==> config.mk <==
export PLATFORM = sky130hd
export DESIGN_NAME = fetch_stage_flat
export DESIGN_NICKNAME = d
export VERILOG_FILES = /design/src/rtl/fetch_stage_if.sv /design/src/rtl/fetch_stage.sv /design/src/flat_wrapper.sv
export SDC_FILE = /design/constraint.sdc
export NUM_CORES = 1
export LEC_CHECK = 0
export CAP_MARGIN = 40
export CELL_PAD_IN_SITES_DETAIL_PLACEMENT = 0
export CELL_PAD_IN_SITES_GLOBAL_PLACEMENT = 1
export CORE_AREA = 2 2 137 139
export DETAILED_ROUTE_END_ITERATION = 6
export DIE_AREA = 0 0 139 141
export PLACE_DENSITY = 0.84
export SYNTH_ARGS = -nofsm -noshare
export SYNTH_HDL_FRONTEND = slang
export SYNTH_SLANG_ARGS = --single-unit
==> constraint.sdc <==
create_clock -name clk -period 1.59 [get_ports clk]
set_input_delay 0.3975 -clock clk [delete_from_list [all_inputs] [get_ports clk]]
set_output_delay 0.3975 -clock clk [all_outputs]
set_load 0.02 [all_outputs]
Run 1, congestion heat map:
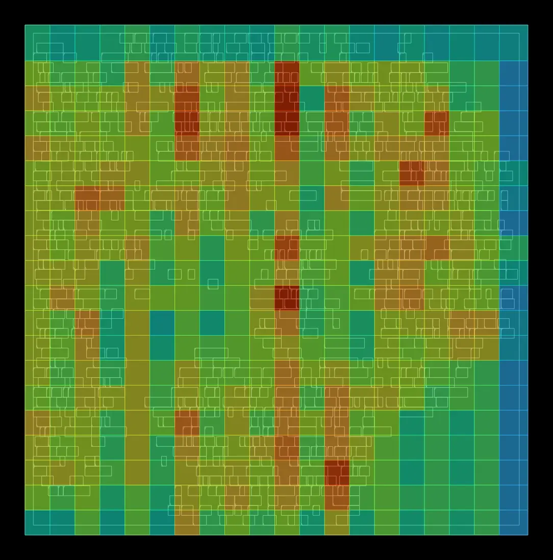
Overall Global Routing Usage: 0.165
final core utilization: 0.462
Global Route met3 Usage: 0.0720

Run 1, sequential cells colored by netlist name:
Drawn at 2 px/micron.
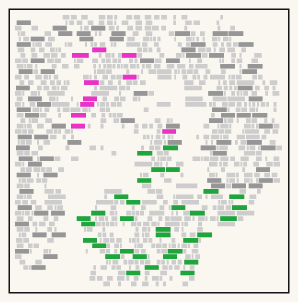
[`u_core.bus.redirect_count`] green | placed flops: 32
[`u_core.bus.imem_addr`] magenta | placed flops: 10
sequential power: 3.01 mW
FF/Latch Area: 0.00239 sq mm
sequential cell area share: 0.283

Run 1, layout detail:
Window x 57 to 82, y 30 to 55 microns. Cells in gray, sequential cells in the stronger gray; small squares are vias.
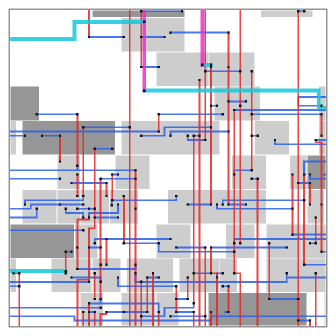
[met4] magenta
[met2] red
[met1] blue
[met3] cyan
most frequent: buf_4 (7), nor3_2 (3), nor4_4 (3)
sequential cells in the window: 3
cells with their middle in the window: 32

Run 1, pin map:
Drawn at 3 px/micron. Pins as bars across the die edge, other pins in gray.
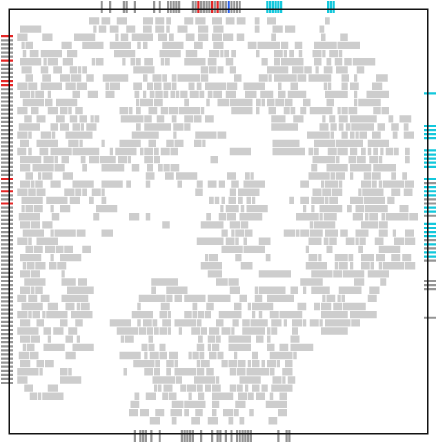
[`bus_adderResult`] red | pins: 10 | direction: input | edge: 7 left, 3 top
[`bus_fetch_count`] cyan | pins: 32 | direction: output | edge: 23 right, 9 top
[`bus_PCSrc`] blue | pins: 1 | direction: input | edge: top
Die Y: 141 microns
Die W: 139 microns
Port Buf Inserts: 184

==> impl_results.html <==
<h3>Run summary</h3>
<table>
<tr><th>Metric</th><th>Value</th></tr>
<tr><th colspan="2">Power</th></tr>
<tr><td>Switching part of the total</td><td>0.219</td></tr>
<tr><td>Total power density per cell area</td><td>slightly below 900 mW/mm^2</td></tr>
<tr><td>Biggest power consumer among the groups</td><td>the clock network</td></tr>
<tr><td>Peak VDD IR</td><td>0.000658 V</td></tr>
<tr><td>Overall Power</td><td>7.33 mW</td></tr>
<tr><td>Internal power summed over all cells</td><td>between 5 and 6 mW</td></tr>
<tr><td>Sequential share of power</td><td>0.411</td></tr>
<tr><td>Leakage</td><td>3.51 nW</td></tr>
<tr><td>Clock share of power</td><td>0.503</td></tr>
<tr><td>Combinational cell power</td><td>roughly 0.63 mW</td></tr>
<tr><td>Switching power summed over all nets</td><td>between 1.5 and 2 mW</td></tr>
<tr><td>Power drawn by the clock network</td><td>3.69 mW</td></tr>
<tr><td>Share of total power in combinational logic</td><td>0.086</td></tr>
<tr><th colspan="2">Cells and area</th></tr>
<tr><td>Signal inverters</td><td>10</td></tr>
<tr><td>Number of standard cells in the final layout excluding fillers</td><td>1086</td></tr>
<tr><td>Most used logic cell in the final layout</td><td>sky130_fd_sc_hd__nor2_1</td></tr>
<tr><td>Comb area share</td><td>0.334</td></tr>
<tr><td>Commonest cells after routing, fill and taps aside</td><td>sky130_fd_sc_hd__nor2_1 (110), sky130_fd_sc_hd__dfxtp_1 (82), sky130_fd_sc_hd__buf_4 (80)</td></tr>
<tr><td>Sequential cell count</td><td>roughly 120</td></tr>
<tr><td>Non-clock buffer instance count of the final layout</td><td>between 200 and 300</td></tr>
<tr><td>Fillers</td><td>1792</td></tr>
<tr><td>Fin area</td><td>0.00845 sq mm</td></tr>
<tr><td>Combinational gate area</td><td>0.00282 sq mm</td></tr>
<tr><td>Final layout net count</td><td>914</td></tr>
<tr><td>Cell group occupying the most layout area</td><td>multi-input combinational cells</td></tr>
<tr><th colspan="2">Critical path</th></tr>
<tr><td>Critical path depth</td><td>7</td></tr>
<tr><td>Cell Chain, Critical Path</td><td>dlygate4sd2_1 -&gt; buf_4 -&gt; nor4_4 -&gt; buf_6 -&gt; nand3_1 -&gt; or3_1 -&gt; a21oi_1</td></tr>
<tr><td>Endpoint required time on the critical path</td><td>1920 ps</td></tr>
<tr><td>Worst-path maximum fanout</td><td>7</td></tr>
<tr><td>Critical path capture point type</td><td>flip-flop</td></tr>
<tr><td>Kind of critical path</td><td>primary input to flip-flop</td></tr>
<tr><td>Crit path max-delay family</td><td>simple AND/OR/NAND/NOR gates</td></tr>
<tr><td>R2R setup slack</td><td>70 ps</td></tr>
<tr><td>Type of element launching the critical path</td><td>primary input</td></tr>
<tr><td>Worst path max stage delay</td><td>370 ps</td></tr>
<tr><td>Endpoint arrival time on the critical path</td><td>1900 ps</td></tr>
<tr><td>Worst r2r path cells</td><td>6</td></tr>
<tr><th colspan="2">Yosys</th></tr>
<tr><td>Sequential area share after synthesis</td><td>0.456</td></tr>
<tr><td>Mapped Area</td><td>between 0.005 and 0.006 sq mm</td></tr>
<tr><td>Mux contribution to synthesized area</td><td>0.00390</td></tr>
<tr><td>Top non-seq family</td><td>simple AND/OR/NAND/NOR gates</td></tr>
<tr><td>Count of mapped cells out of synthesis</td><td>approximately 600</td></tr>
<tr><td>Post-synthesis chip area from yosys</td><td>a little over 0.005 sq mm</td></tr>
<tr><td>Number of enable flip-flop cells</td><td>0</td></tr>
<tr><td>XOR-XNOR Cells, Area Fraction</td><td>0.113</td></tr>
<tr><td>Commonest cells in the netlist</td><td>sky130_fd_sc_hd__dfxtp_1 (117), sky130_fd_sc_hd__nor2_1 (111), sky130_fd_sc_hd__a22oi_1 (42), sky130_fd_sc_hd__xor2_1 (37), sky130_fd_sc_hd__xnor2_1 (29)</td></tr>
<tr><td>Number of standard cells reported by yosys</td><td>587</td></tr>
<tr><td>Avg Cell Area, Syn</td><td>8.75 sq um</td></tr>
<tr><td>Top-area cell type share of the netlist area</td><td>0.456</td></tr>
<tr><td>Asr flop ratio synth</td><td>0</td></tr>
<tr><td>Main area contributors after synthesis</td><td>sky130_fd_sc_hd__dfxtp_1 (46%), sky130_fd_sc_hd__nor2_1 (8.1%), sky130_fd_sc_hd__xor2_1 (6.3%), sky130_fd_sc_hd__a22oi_1 (6.1%), sky130_fd_sc_hd__xnor2_1 (4.9%)</td></tr>
<tr><td>Net count after synthesis</td><td>658</td></tr>
<tr><td>Post-Synth AOI/OAI Area</td><td>0.120</td></tr>
<tr><td>Adder-cell share of the synthesized area</td><td>0.00731</td></tr>
<tr><th colspan="2">Routing</th></tr>
<tr><td>Wire length the detailed router placed on met1</td><td>7.14 mm</td></tr>
<tr><td>1st-iter DRT viols</td><td>183</td></tr>
<tr><td>Number of remaining DRC errors</td><td>0</td></tr>
<tr><td>Avg WL per Cell</td><td>14.9 microns</td></tr>
<tr><td>Tally of nets with antenna violations remaining after routing</td><td>0</td></tr>
<tr><td>Met2 Wirelength</td><td>7.58 mm</td></tr>
<tr><td>Number of iterations in the first detailed-routing pass</td><td>4</td></tr>
<tr><td>Final wirelength</td><td>16.2 mm</td></tr>
<tr><th colspan="2">Placed design</th></tr>
<tr><td>Cell area after placement</td><td>0.00798 sq mm</td></tr>
<tr><td>HPWL reported at the end of detailed placement</td><td>about 12 mm</td></tr>
<tr><td>Worst setup slack before clock tree synthesis</td><td>-626 ps</td></tr>
<tr><th colspan="2">Min path</th></tr>
<tr><td>Hold path cells</td><td>2</td></tr>
<tr><td>Class of the most critical hold timing path</td><td>primary input to flip-flop</td></tr>
<tr><th colspan="2">Flow run</th></tr>
<tr><td>Number of warning messages in the logs</td><td>28</td></tr>
<tr><td>Max-cap violations</td><td>0</td></tr>
<tr><th colspan="2">Floorplan</th></tr>
<tr><td>Die Footprint</td><td>0.0196 sq mm</td></tr>
<tr><td>Area of the core</td><td>0.0183 sq mm</td></tr>
<tr><td>Total I/O pin count</td><td>185</td></tr>
<tr><td>Floorplan core density</td><td>0.281</td></tr>
<tr><th colspan="2">STA</th></tr>
<tr><td>Final Hold Slack</td><td>368 ps</td></tr>
<tr><td>Final Worst Setup Slack</td><td>15.9 ps</td></tr>
<tr><td>Fin. max-slew vios</td><td>0</td></tr>
<tr><td>Highest achievable clock rate</td><td>635 MHz</td></tr>
<tr><td>Final number of setup-violating endpoints</td><td>0</td></tr>
<tr><td>Setup repair after global routing missed its margin</td><td>true</td></tr>
<tr><td>Slew @ Worst Pin</td><td>~550 ps</td></tr>
<tr><td>Fin Setup TNS</td><td>0 ps</td></tr>
<tr><td>Worst relative slew slack</td><td>0.633</td></tr>
<tr><td>Fin crit period</td><td>1570 ps</td></tr>
<tr><th colspan="2">Status</th></tr>
<tr><td>Status</td><td>complete, no violations</td></tr>
<tr><th colspan="2">Global route</th></tr>
<tr><td>First-pass GRT wire length</td><td>26.0 mm</td></tr>
<tr><td>Met2 Use GR</td><td>0.268</td></tr>
<tr><td>Via count of the first global-routing pass</td><td>5051</td></tr>
<tr><td>Overflow left after global routing</td><td>0</td></tr>
<tr><td>Pin count of the biggest net entering global routing</td><td>52</td></tr>
<tr><th colspan="2">CTS</th></tr>
<tr><td>Count of H-tree levels built during CTS</td><td>4</td></tr>
<tr><td>Resized cells post-CTS</td><td>between 150 and 200</td></tr>
<tr><td>Number of hold buffers added after CTS</td><td>0</td></tr>
<tr><td>Later-pin clock latency in the skew report</td><td>400 ps</td></tr>
<tr><td>Clock tree from TritonCTS</td><td>built</td></tr>
<tr><td>Buffers inserted by post-CTS timing repair</td><td>0</td></tr>
<tr><td>Clock slew seen by the registers of the worst setup and hold paths</td><td>50 ps</td></tr>
<tr><td>Number of CTS-inserted buffers</td><td>17</td></tr>
<tr><td>Clk root buf</td><td>sky130_fd_sc_hd__clkbuf_16</td></tr>
</table>
Power and IR drop assume default switching activity.
